**src/rtl/frame_bit_counter.sv**
```systemverilog
// frame_bit_counter
//
// Frame sequencer for the serial receive/transmit paths. It divides an
// oversample tick into bit periods, tracks how many bits of the current frame
// have completed, and emits a strobe at the configured mid-bit sample point.
// Frame completion is reported as a level (done) and a one-cycle pulse
// (done_pulse).
//
// Build option: FBC_AUTO_RESTART_EN
//   undefined : DONE holds until clear is asserted or enable drops; a new frame
//               starts from IDLE once enable is sampled high.
//   defined   : DONE lasts a single cycle and, while enable stays high, the
//               next frame starts immediately with counters at 0.
//
// Ports
//   clk           in   rising-edge clock
//   rst_n         in   synchronous active-low reset
//   enable        in   frame in progress; low forces IDLE
//   clear         in   synchronous restart to IDLE; overrides enable
//   tick          in   one-cycle oversample tick; counted only in RUN
//   sample_idx    out  position within the current bit (0..SAMPLES_PER_BIT-1)
//   bit_idx       out  completed bits in the frame (0..BITS_PER_FRAME)
//   sample_strobe out  one-cycle pulse in the first cycle sample_idx == MID_SAMPLE
//   busy          out  state is RUN
//   done          out  state is DONE
//   done_pulse    out  one-cycle pulse on entry to DONE
//
// All outputs come straight from flops. busy and done together expose the
// FSM state (IDLE = neither).

module frame_bit_counter #(
  parameter int SAMPLES_PER_BIT = 16,
  parameter int BITS_PER_FRAME  = 10,
  parameter int MID_SAMPLE      = 8,
  localparam int SW = $clog2(SAMPLES_PER_BIT),
  localparam int BW = $clog2(BITS_PER_FRAME + 1)
) (
  input  logic          clk,
  input  logic          rst_n,
  input  logic          enable,
  input  logic          clear,
  input  logic          tick,
  output logic [SW-1:0] sample_idx,
  output logic [BW-1:0] bit_idx,
  output logic          sample_strobe,
  output logic          busy,
  output logic          done,
  output logic          done_pulse
);

  // Reject parameter sets the counters cannot represent.
  if (SAMPLES_PER_BIT < 2 || BITS_PER_FRAME < 1 ||
      MID_SAMPLE < 0 || MID_SAMPLE >= SAMPLES_PER_BIT) begin : g_param_check
    $error("frame_bit_counter: illegal parameters S=%0d B=%0d MID=%0d",
           SAMPLES_PER_BIT, BITS_PER_FRAME, MID_SAMPLE);
  end

  localparam logic [SW-1:0] S_LAST = SW'(SAMPLES_PER_BIT - 1);
  localparam logic [SW-1:0] MID_V  = SW'(MID_SAMPLE);
  localparam logic [BW-1:0] B_LAST = BW'(BITS_PER_FRAME - 1);

  typedef enum logic [1:0] {
    ST_IDLE = 2'd0,
    ST_RUN  = 2'd1,
    ST_DONE = 2'd2
  } state_t;

  state_t        state_q, state_d;
  logic [SW-1:0] sample_q, sample_d;
  logic [BW-1:0] bit_q, bit_d;
  logic          strobe_q, strobe_d;
  logic          dpulse_q, dpulse_d;
  logic          busy_q, done_q;

  logic          abort;
  logic          run_tick;
  logic          at_last_sample;
  logic          at_last_bit;
  logic          frame_end;
  logic [SW-1:0] sample_inc;

  // clear and enable-low share the same effect; clear only differs in
  // priority, which does not matter once both lead to IDLE.
  assign abort          = clear || !enable;
  assign run_tick       = (state_q == ST_RUN) && tick;
  assign at_last_sample = (sample_q == S_LAST);
  assign at_last_bit    = (bit_q == B_LAST);
  assign frame_end      = run_tick && at_last_sample && at_last_bit;
  assign sample_inc     = sample_q + 1'b1;

  // State register and registered outputs.
  always_ff @(posedge clk) begin
    if (!rst_n) begin
      state_q  <= ST_IDLE;
      sample_q <= '0;
      bit_q    <= '0;
      strobe_q <= 1'b0;
      dpulse_q <= 1'b0;
      busy_q   <= 1'b0;
      done_q   <= 1'b0;
    end else begin
      state_q  <= state_d;
      sample_q <= sample_d;
      bit_q    <= bit_d;
      strobe_q <= strobe_d;
      dpulse_q <= dpulse_d;
      busy_q   <= (state_d == ST_RUN);
      done_q   <= (state_d == ST_DONE);
    end
  end

  // Next-state logic.
  always_comb begin
    state_d = state_q;
    if (abort) begin
      state_d = ST_IDLE;
    end else begin
      case (state_q)
        ST_IDLE: state_d = ST_RUN;
        ST_RUN:  if (frame_end) state_d = ST_DONE;
`ifdef FBC_AUTO_RESTART_EN
        ST_DONE: state_d = ST_RUN;
`else
        ST_DONE: state_d = ST_DONE;
`endif
        default: state_d = ST_IDLE;
      endcase
    end
  end

  // Next values of the counters and pulse outputs.
  always_comb begin
    sample_d = sample_q;
    bit_d    = bit_q;
    strobe_d = 1'b0;
    dpulse_d = 1'b0;
    if (abort) begin
      sample_d = '0;
      bit_d    = '0;
    end else if (state_q == ST_DONE) begin
`ifdef FBC_AUTO_RESTART_EN
      // Back-to-back frame: leave DONE with fresh counters.
      sample_d = '0;
      bit_d    = '0;
`endif
    end else if (run_tick) begin
      if (!at_last_sample) begin
        sample_d = sample_inc;
        strobe_d = (sample_inc == MID_V);
      end else begin
        sample_d = '0;
        bit_d    = bit_q + 1'b1;
        // A wrap lands on sample 0; that only strobes when the sample point
        // is 0 and another bit of this frame follows.
        strobe_d = (MID_V == '0) && !at_last_bit;
        dpulse_d = at_last_bit;
      end
    end
  end

  assign sample_idx    = sample_q;
  assign bit_idx       = bit_q;
  assign sample_strobe = strobe_q;
  assign busy          = busy_q;
  assign done          = done_q;
  assign done_pulse    = dpulse_q;

endmodule

```
**config.mk**
```make
export PLATFORM = sky130hd
export DESIGN_NAME = frame_bit_counter
export DESIGN_NICKNAME = d
export VERILOG_FILES = /design/src/rtl/frame_bit_counter.sv
export SDC_FILE = /design/constraint.sdc
export NUM_CORES = 1
export LEC_CHECK = 0
export CELL_PAD_IN_SITES_DETAIL_PLACEMENT = 0
export CELL_PAD_IN_SITES_GLOBAL_PLACEMENT = 1
export CORE_AREA = 2 2 42 51
export CTS_CLUSTER_DIAMETER = 50
export CTS_CLUSTER_SIZE = 10
export DETAILED_ROUTE_END_ITERATION = 8
export DIE_AREA = 0 0 44 53
export PLACE_DENSITY_LB_ADDON = 0.1
export SLEW_MARGIN = 10
export SYNTH_ARGS = -nofsm -noshare
export SYNTH_HDL_FRONTEND = slang
export SYNTH_SLANG_ARGS = --single-unit
```
**constraint.sdc**
```tcl
create_clock -name clk -period 3.1 [get_ports clk]
set_clock_uncertainty 0.2 [all_clocks]
set_input_delay 0.62 -clock clk [delete_from_list [all_inputs] [get_ports clk]]
set_output_delay 0.62 -clock clk [all_outputs]
set_load 0.03 [all_outputs]
```
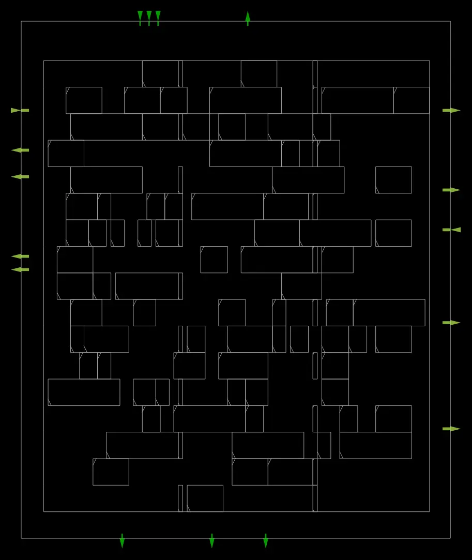
run_1/final_placement.png
sequential share of cell area: 33.14%
fillers: 189
core area: 0.001829 sq mm
n_taps: 19
Std-Cell Rows: 17

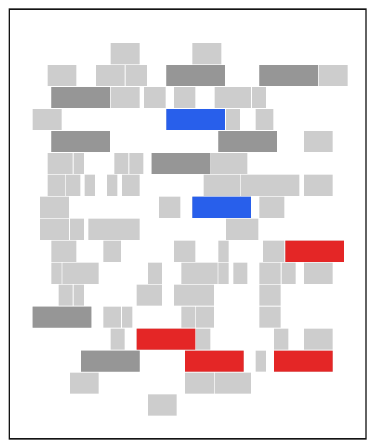
run_1/registers.png
Other sequential cells in the stronger gray, the rest of the logic in the fainter gray.
Key: state_q = blue [sequential cells 2]; bit_idx = red [sequential cells 4]
Another 8 sequential cells are not colored.
fin util: 46.24%
seq pwr: 182 uW
register area: 280.3 sq um

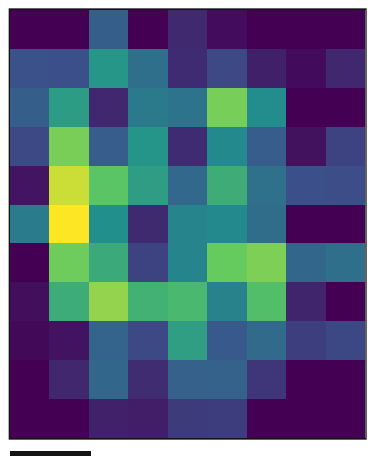
run_1/wire_density.png
Scale bar: 10 um. The die is cut into 9 by 11 equal tiles; dark purple is low, yellow is high, scaled to the fullest tile. Values are wire area over tile area, all layers added.
20% of the tiles are nearly empty. 20% of the tiles are over half the peak. The densest ninth of the die: left middle. The emptiest ninth of the die: top right. The fullest tile reaches 0.28.
vias: 523
Tot GR Track Use: 11.68%

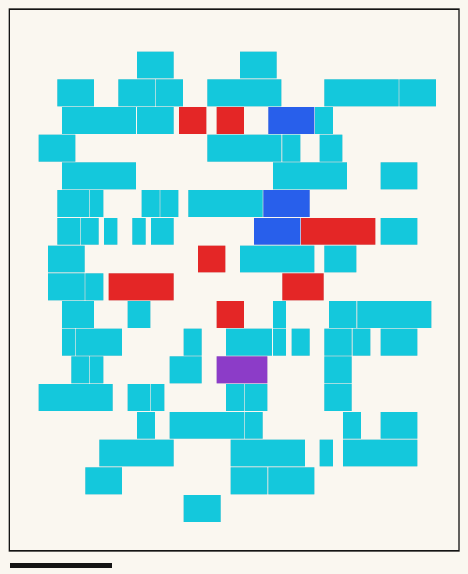
run_1/drive_strength.png
Scale bar: 10 um.
Key: drive 2 = blue [cells 3]; drive 3 to 4 = red [cells 7]; drive 1 or less = cyan [cells 71]; drive 6 and up = purple [cells 1]
crit path setup slack, layout: 790.9 ps
synthesis-to-layout area growth: 35.20%
Non-clock buffers: 17

-- run 1: layout make-up --
type | count | area [sq um] | share of cell area [%]
well taps | 19 | 23.77 | 2.811
flip-flops and latches | 14 | 280.3 | 33.14
repair buffers | 17 | 167.7 | 19.82
clock buffers | 4 | 36.28 | 4.290
inverters | 3 | 11.26 | 1.331
multi-input cells | 44 | 326.6 | 38.61
-- run 1: how the worst min path moves through the flow --
stage | startpoint | endpoint | slack [ps] | depth (start not counted)
4_1_cts | bit_idx[3] | bit_idx[3] | 310 | 2
2_1_floorplan | state_q[1] | busy | 290 | 1
6_report | bit_idx[3] | bit_idx[3] | 310 | 2
3_3_place_gp | bit_idx[3] | bit_idx[3] | 280 | 2
3_5_place_dp | bit_idx[3] | bit_idx[3] | 300 | 2
5_1_grt | sample_idx[1] | sample_idx[1] | 340 | 2
-- run 1: placed cells by master (no fill, tap or decap), types with 2 or more instances in the layout --
cell,n
or3_1,4
ha_1,3
o21ai_0,2
nand3_1,2
dfxtp_1,14
nor3b_2,3
clkbuf_4,3
clkdlybuf4s50_1,16
a21oi_1,9
or4_1,2
inv_1,2
a311oi_1,2
o31ai_1,2
nand2_1,6
-- run 1: Yosys cell counts, types with 2 or more instances --
| master | number |
|---|---|
| or3_1 | 4 |
| a311oi_1 | 2 |
| ha_1 | 3 |
| a21oi_1 | 9 |
| dfxtp_1 | 14 |
| nor3b_2 | 3 |
| nand3_1 | 2 |
| o21ai_0 | 2 |
| or4_1 | 2 |
| inv_1 | 2 |
| nand2_1 | 6 |
| o31ai_1 | 2 |
| clkbuf_1 | 2 |
-- run 1: sequential cells by signal, summed over array words and instances (netlist names) --
name and count:
bit_idx 4, busy 1, done 1, done_pulse 1, sample_idx 4, sample_strobe 1, state_q 2
==> metrics.cfg, run 1 <==
[power]
p_comb_uw = 14.4
power_uw = 325.1
p_comb_share_pct = 4.4
p_int_uw = 259.9
irDropWorstVdd_v = 0.0002262
sequentialPowerShare_pct = 55.9
cellPowerDensity_mw_per_mm2 = 384.3
power.leakage_nw = 0.2925
p_sw_share_pct = 20.05
power_leader = registers
p_clk_uw = 129
p_clk_share_pct = 39.7
power.switching_uw = 65.16

[grt]
grt_pass1_wl_um = 1973
grt_use_met3_pct = 3.754
antenna_found_initial = 0
grt_max_degree = 15
busiest_layer = met2
grt-ovfl-total = 0
grt_pass1_vias = 461
met2_usage_pct = 15.93
grt_util_met1_pct = 15.40

[detailed_routing]
route.met2.wl_um = 507
routed_wl_um = 1152
drt-initial-drc-count = 1
met1_length_um = 569
ant_nets = 0
post_drt_wl_per_cell_um = 11.41
highest_layer = met4
post-route-drc-count = 0
first_pass_iters = 4
vias_per_cell = 5.178
dr_wl_met3_um = 60

[synth]
aoi_share_pct = 15.40
ys_types = 23
synth-xor-area-share_pct = 0
largest_area_cell = dfxtp_1
fa_ha_area_share_pct = 6.000
topCombFamilyByArea = simple AND/OR/NAND/NOR gates
top_area_share_pct = 44.80
async_reset_ff_share_pct = 0
ys_cells = 63
edf_count = 0
ff_type = dfxtp_1
area_leaders = dfxtp_1, a21oi_1, ha_1
synthCells = 63
yosys.area_share.simple_pct = 30.80
ys_sh_mux_pct = 0
synth_seq_share_pct = 44.80
fp_nets = 71
ys_seq_elements = 14
synth_area_sq_um = 625.6
yosysWarnings = 0
avgSynthCellArea_sq_um = 9.930
yosysChipArea_sq_um = 625.6

[place]
placed_area_sq_um = 809.5
place.detailed.hpwl_um = 824.1
place_inst = 97
pre_cts_ws_ps = 767.4
gp_congestion = 0.6859
port_buffers = 16

[clocking]
cts_max_level = 1
cts_tree = built
clk_latency_ps = 270
clock_sinks = 14
cts_buffer_depth = 2
holdBufCountCts = 0
postCtsSetupRepairBufs = 0
path_clk_slew_ps = 90
cts_root_buf = clkbuf_4
cts_made_buffers = 3
cts.repair.resized = 0

[worst_setup_path]
cp-end-kind = output port
reg2reg_to = busy
required_ps = 2280
critPathSlowestCell = clkdlybuf4s50_1
startpoint_type = flop
endpoint = sample_idx[2]
crit_arrival_ps = 1490
crit_start = sample_idx[2]
criticalPathCategory = reg -> out
timing.rr.start = sample_idx[0]
critical_path_depth = 1
crit_buf_inv = 1
crit_chain = clkdlybuf4s50_1
crit_family = buffers and inverters
r2r.worst_path.cells = 4
max_stage_delay_ps = 730
r2r_setup_slack_ps = 1220
critical_path.max_fanout = 8

[final_layout]
nNetsFinal = 91
diodes = 0
stdcell_area_sq_um = 845.8
final_layout_size_suffix_gt1_share_pct = 13.41
final_cells = 101

[floorplan]
die_h_um = 53
ios = 17
chip_area_sq_mm = 0.002332
die_width_um = 44
fp_util_pct = 34.20

[worst_hold_path]
hold_class = reg -> reg

[timing]
period_needed_ps = 2309
final-setup-viol-count = 0
hold_ws_ps = 308.0
relSlewSlack_pct = 79.39
final_hold_viol_count = 0
fin_setup_tns_ps = 0
grt_setup_unrepaired = no
maxSlewViolCount = 0
fin_crit_sh_pct = 74.49
worst_pin_slew_ps = 308.3
max_freq_ghz = 0.4331

[flow_run]
drv_cap = 0
tool_warnings = 27

[status]
outcome = complete, no violations

--- run 2 (diff from run 1) ---
--- a/config.mk
+++ b/config.mk
@@ -7,11 +7,11 @@
 export LEC_CHECK = 0
 export CELL_PAD_IN_SITES_DETAIL_PLACEMENT = 0
 export CELL_PAD_IN_SITES_GLOBAL_PLACEMENT = 1
-export CORE_AREA = 2 2 42 51
+export CORE_AREA = 2 2 45 56
 export CTS_CLUSTER_DIAMETER = 50
 export CTS_CLUSTER_SIZE = 10
 export DETAILED_ROUTE_END_ITERATION = 8
-export DIE_AREA = 0 0 44 53
+export DIE_AREA = 0 0 47 58
 export PLACE_DENSITY_LB_ADDON = 0.1
 export SLEW_MARGIN = 10
 export SYNTH_ARGS = -nofsm -noshare
==> constraint.sdc (replaced) <==
create_clock -name clk -period 1.93 [get_ports clk]
set_clock_uncertainty 0.2 [all_clocks]
set_input_delay 0.386 -clock clk [delete_from_list [all_inputs] [get_ports clk]]
set_output_delay 0.386 -clock clk [all_outputs]
set_load 0.03 [all_outputs]
==> run 2 against run 1 <==
Total power grew 62%. First-iteration DRC count rose to 6.0 times the previous value. Cell count rose by 15%. Combinational power up 78%. Cell area up 4.0%. Critical path type unchanged. Critical endpoint is now sample_strobe. Largest cell class unchanged. Largest power group unchanged. Highest routed layer unchanged.
==> metrics.cfg, run 2 <==
[grt]
antenna_found_initial = 0
grt_use_total_pct = 11.73
grt-ovfl-total = 0
grt_pass1_vias = 527

[flow_run]
tool_warnings = 27
drv_cap = 0

[worst_setup_path]
criticalPathCategory = reg -> out
critical_path.max_fanout = 1
required_ps = 1340
crit_family = buffers and inverters
crit_start = sample_strobe
crit_buf_inv = 1
cp-end-kind = output port
critical_path_depth = 1
startpoint_type = flop
crit_arrival_ps = 1250
r2r_setup_slack_ps = 140
timing.rr.start = sample_idx[1]

[floorplan]
die_width_um = 47
ios = 17
chip_area_sq_mm = 0.002726
rows = 19
fp_util_pct = 28.60
core_sq_mm = 0.002187

[power]
p_comb_uw = 25.7
power.switching_uw = 106.7
power.leakage_nw = 0.3602
p_comb_share_pct = 4.9
p_sw_share_pct = 20.30
sequentialPowerShare_pct = 55.4
sequentialPower_uw = 291
p_clk_uw = 209
power_leader = registers
irDropWorstVdd_v = 0.0002924

[clocking]
cts_max_level = 1
cts_root_buf = clkbuf_4
postCtsSetupRepairBufs = 0
holdBufCountCts = 0
cts_made_buffers = 3
clock_sinks = 14

[worst_hold_path]
whs_path_depth = 2
hold_class = reg -> reg

[synth]
synth_seq_share_pct = 44.80
ff_type = dfxtp_1
yosysChipArea_sq_um = 625.6
yosysWarnings = 0
yosys.area_share.simple_pct = 30.80
synth-xor-area-share_pct = 0
avgSynthCellArea_sq_um = 9.930
ys_types = 23
synthCells = 63
ys_seq_elements = 14
largest_area_cell = dfxtp_1
aoi_share_pct = 15.40
ys_cells = 63
area_leaders = dfxtp_1, a21oi_1, ha_1
edf_count = 0
fa_ha_area_share_pct = 6.000
top_cell = dfxtp_1

[detailed_routing]
routed_wl_um = 1267
vias_per_cell = 4.526
drt-initial-drc-count = 6
first_pass_iters = 4
post-route-drc-count = 0
vias = 525
post_drt_wl_per_cell_um = 10.92

[timing]
final-setup-viol-count = 0
period_needed_ps = 1835
maxSlewViolCount = 0
fin_setup_tns_ps = 0
fin_crit_sh_pct = 95.06

[final_layout]
area_delta_synth_final_pct = 40.60
final_util_pct = 40.22
stdcell_area_sq_um = 879.6
most-common-layout-cells = dfxtp_1, a21oi_1, clkdlybuf4s50_1, dlygate4sd2_1, nand2_1
nNetsFinal = 94
final_layout_size_suffix_gt1_share_pct = 18.82

[place]
gp_congestion = 0.6871
placed_area_sq_um = 849.6
port_buffers = 16

[status]
outcome = complete, no violations

==> run 2: metrics by stage <==
| step | hold WS, ps | total power [mW] | cells |
|---|---|---|---|
| 4_1_cts | 294.4 | 0.5400 | 116 |
| 3_3_place_gp | 279.8 | 0.3242 | 112 |
| 5_1_grt | 332.2 | 0.5568 | 116 |
| 6_report | 289.6 | 0.5256 | 116 |
| 3_5_place_dp | 280.1 | 0.3243 | 112 |
| 2_1_floorplan | 286.4 | 0.3087 | 63 |
==> run 2: per-layer routing <==
layer  up-vias  share of wire [%]  global-route usage (%)
met4         0                1.9                   7.143
met3         4                3.2                   2.804
met2        12                 45                   15.85
met1       230                 50                   16.47
li1        279                  -                       -
met5         -                  0                       0
==> run 2: cells by family (layout without fill, tap and decap cells) <==
family                     after synthesis  in the layout
and+or+nand+nor                         25             25
DFF                                     14             14
adders and majority gates                3              3
buffers and inverters                    5             27
AOI/OAI and AO/OA                       16             16
==> run 2: cell type report <==
cell class	count	area share [%]
clock buffer	4	4.125
inverter	3	1.280
multi-input combinational	44	37.13
sequential	14	32.15
tap	31	4.410
timing repair buffer	20	20.91
==> run 2: how the worst min path moves through the flow <==
stage                  start            end  slack [ps]
2_1_floorplan     state_q[1]           busy         290
3_3_place_gp   sample_idx[1]  sample_idx[1]         280
3_5_place_dp   sample_idx[1]  sample_idx[1]         280
4_1_cts        sample_idx[1]  sample_idx[1]         290
5_1_grt        sample_idx[1]  sample_idx[1]         330
6_report       sample_idx[1]  sample_idx[1]         290
==> run 2: worst register-to-register path, delay by kind of cell (launching register included) <==
kind                       cells  cell delay, ps
adders and majority gates      1             250
DFF                            1             370
and+or+nand+nor                3             860
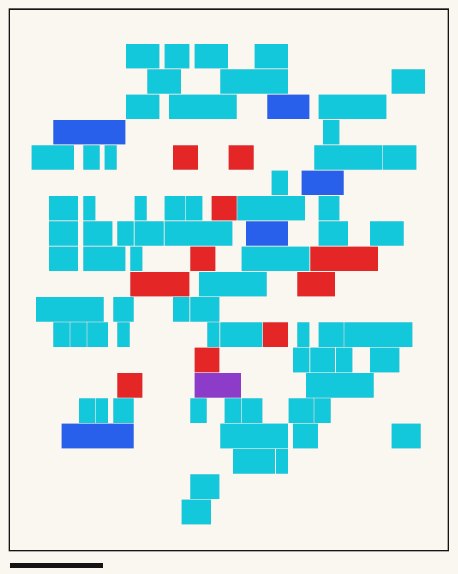
run_2/drive_strength.png
Scale bar: 10 um.
Key: drive 1 or less = cyan [cells 69]; drive 3 to 4 = red [cells 10]; drive 2 = blue [cells 5]; drive 6 and up = purple [cells 1]
Non-clock buffers: 20
crit path setup slack, layout: 95.32 ps

--- run 3 (diff from run 2) ---
--- a/config.mk
+++ b/config.mk
@@ -7,11 +7,12 @@
 export LEC_CHECK = 0
 export CELL_PAD_IN_SITES_DETAIL_PLACEMENT = 0
 export CELL_PAD_IN_SITES_GLOBAL_PLACEMENT = 1
-export CORE_AREA = 2 2 45 56
+export CORE_AREA = 2 2 43 53
+export CTS_BUF_LIST = sky130_fd_sc_hd__clkbuf_8
 export CTS_CLUSTER_DIAMETER = 50
 export CTS_CLUSTER_SIZE = 10
 export DETAILED_ROUTE_END_ITERATION = 8
-export DIE_AREA = 0 0 47 58
+export DIE_AREA = 0 0 45 55
 export PLACE_DENSITY_LB_ADDON = 0.1
 export SLEW_MARGIN = 10
 export SYNTH_ARGS = -nofsm -noshare
==> run 3 against run 2 <==
Cell count down 9.5%. Via count up 5.9%. Synthesized area unchanged. Critical path type unchanged.
==> metrics.cfg, run 3 <==
[place]
gp_congestion = 0.6776
place.detailed.hpwl_um = 989.9
pre_cts_ws_ps = -110.2
port_buffers = 16
place_inst = 102
placed_area_sq_um = 843.3

[synth]
top_cell = dfxtp_1
avgSynthCellArea_sq_um = 9.930
largest_area_cell = dfxtp_1
yosysWarnings = 0
top_area_share_pct = 44.80
ys_cells = 63
yosysChipArea_sq_um = 625.6
synthCells = 63
async_reset_ff_share_pct = 0
synth_area_sq_um = 625.6
ys_types = 23
edf_count = 0
top_cells_by_count = dfxtp_1, a21oi_1, nand2_1, or3_1
area_leaders = dfxtp_1, a21oi_1, ha_1
ys_seq_elements = 14
fp_nets = 71
ff_type = dfxtp_1
synth_seq_share_pct = 44.80

[power]
irDropWorstVdd_v = 0.0004044
power.leakage_nw = 0.3752
cellPowerDensity_mw_per_mm2 = 624.9
power_uw = 552.0

[floorplan]
die_h_um = 55
ios = 17
chip_area_sq_mm = 0.002475
core_sq_mm = 0.001982
fp_util_pct = 31.57
die_width_um = 45

[detailed_routing]
route.met2.wl_um = 624
ant_nets = 0
drt-initial-drc-count = 4
vias_per_cell = 5.295
dr_wl_met3_um = 56
highest_layer = met4
post_drt_wl_per_cell_um = 12.70
met1_length_um = 634
post-route-drc-count = 0
vias = 556
routed_wl_um = 1334
first_pass_iters = 2

[worst_hold_path]
hold_class = reg -> reg

[worst_setup_path]
critPathSlowestCell = clkdlybuf4s50_1
crit_family = buffers and inverters
criticalPathCategory = reg -> out
startpoint_type = flop
required_ps = 1340
crit_buf_inv = 1
crit_arrival_ps = 1270
critical_path.max_fanout = 5
crit_chain = clkdlybuf4s50_1
max_stage_delay_ps = 670
cp-end-kind = output port

[timing]
worst_pin_slew_ps = 311.4
period_needed_ps = 1861
fin_setup_tns_ps = 0
layout_setup_ws_ps = 69.32
maxSlewViolCount = 0
hold_ws_ps = 288.3
relSlewSlack_pct = 79.18
final_hold_viol_count = 0
fin_crit_sh_pct = 96.41
final-setup-viol-count = 0
max_freq_ghz = 0.5374
grt_setup_unrepaired = no

[flow_run]
tool_warnings = 27
drv_cap = 0

[clocking]
clk_latency_ps = 240
postCtsSetupRepairBufs = 0
path_clk_slew_ps = 60
cts_max_level = 1
cts_made_buffers = 3
cts_buffer_depth = 2
holdBufCountCts = 0
cts_root_buf = clkbuf_8
clock_sinks = 14
cts_tree = built

[final_layout]
final_util_pct = 44.57
final_common_cell = dfxtp_1
area_delta_synth_final_pct = 41.20
final_cells = 105
final_layout_size_suffix_gt1_share_pct = 18.82
most-common-layout-cells = dfxtp_1, a21oi_1, clkdlybuf4s50_1, nand2_1
nNetsFinal = 95
diodes = 0
stdcell_area_sq_um = 883.3

[grt]
grt_max_degree = 14
grt_pass1_wl_um = 2421
grt_pass1_vias = 540
grt_use_total_pct = 13.48
antenna_found_initial = 0
grt-ovfl-total = 0

[status]
outcome = complete, no violations

==> run 3: cell types whose count changed in the layout (fill, tap and decap cells not counted) <==
cell / previous run / this run
clkbuf_4: 3 / 0
clkbuf_8: 1 / 3
dlygate4sd2_1: 7 / 5
buf_4: 4 / 5
clkdlybuf4s50_1: 8 / 9
dlymetal6s2s_1: 1 / 2
==> run 3: cells by family after synthesis <==
group	Yosys count	share of synthesized area [%]
simple gates	25	30.80
compound gates	16	15.40
flops	14	44.80
buf+inv	5	3.000
fa+ha+maj	3	6.001
==> run 3: layout make-up <==
cell class	instances	area [sq um]	area share [%]
flip-flops and latches	14	282.8	32.01
multi-input cells	44	326.6	36.97
clock buffers	3	41.29	4.674
well taps	20	25.02	2.833
inverters	3	11.26	1.275
repair buffers	21	196.4	22.24
==> run 3: worst reg2reg max path, stage by stage, from the launching register on <==
cell     delay [ps]
dfxtp_2         360
ha_1            270
nand3_4         120
or4_4           560
nor3b_2         170
==> run 3: routing by layer <==
metal  vias up  GRT usage, %
met5         -             0
met2        10         20.24
met1       268         18.25
met4         0         5.882
met3         2         3.247
li1        276             -
==> run 3: repair_timing <==
action                                  CTS  global route
pin swaps                                 0             0
gates resized                             5             2
endpoints found under the setup margin    5             2
endpoints found under the hold margin     0             0
==> run 3: final timing paths <==
| path | start | to | slack (ps) | depth (start not counted) |
|---|---|---|---|---|
| worst max-delay path | sample_idx[1] | sample_idx[1] | 70 | 1 |
| worst min-delay path | sample_idx[1] | sample_idx[1] | 290 | 2 |
| worst max register to register | sample_idx[1] | busy | 130 | 4 |
| worst min register to register | sample_idx[1] | sample_idx[1] | 290 | 2 |
==> run 3: where the power goes <==
part	internal (mW)	switching (mW)
sequential	0.291	0.00113
clock	0.138	0.0957
combinational	0.0146	0.0119
total	0.443	0.109
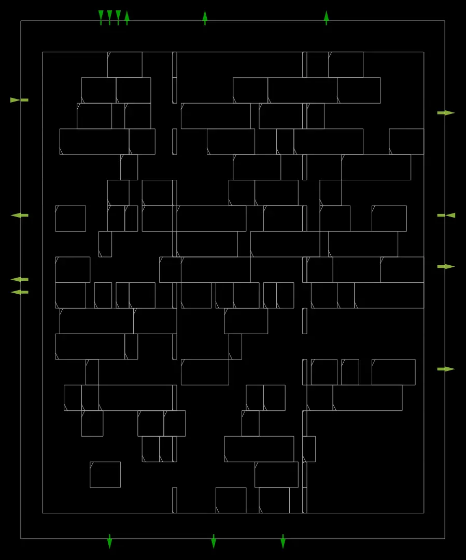
run_3/final_placement.png
flop count: 14
n_taps: 20
fillers: 214
Std-Cell Rows: 18


==> gallery <==
Clock network drawn from the DEF.
picture 1
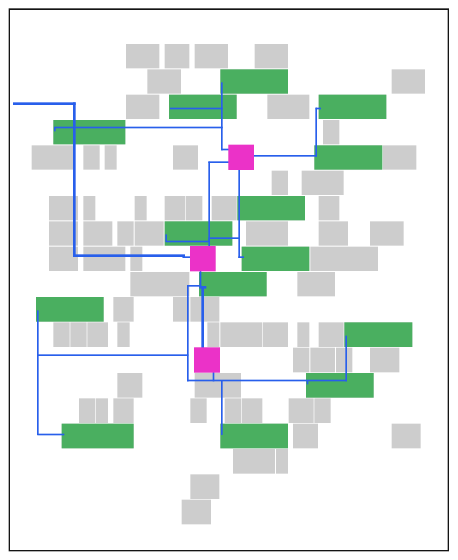
picture 2
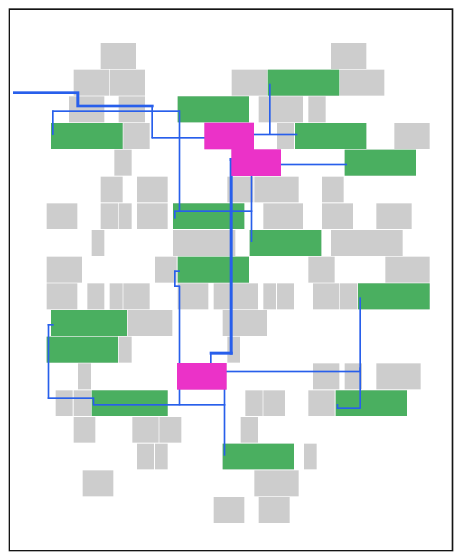
picture 3
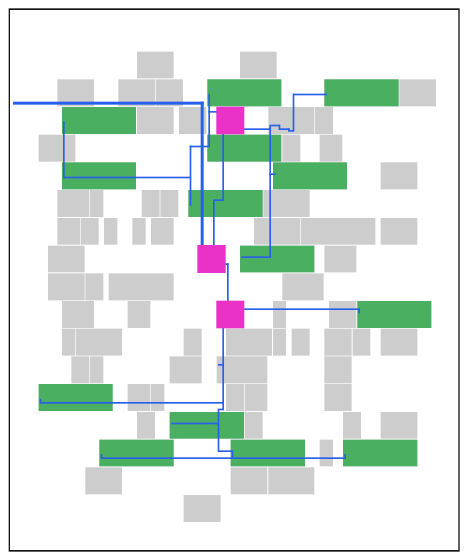
run 3 -> picture 2
run 1 -> picture 3
run 2 -> picture 1

Key to picture 1:
Key: flip-flops = green [count 14]; clock wires = blue [length 202 um]; cells driving clock nets = magenta [count 3]
There are 4 routed clock nets.

Power figures rest on the tool's default switching activity, not on a simulated workload.
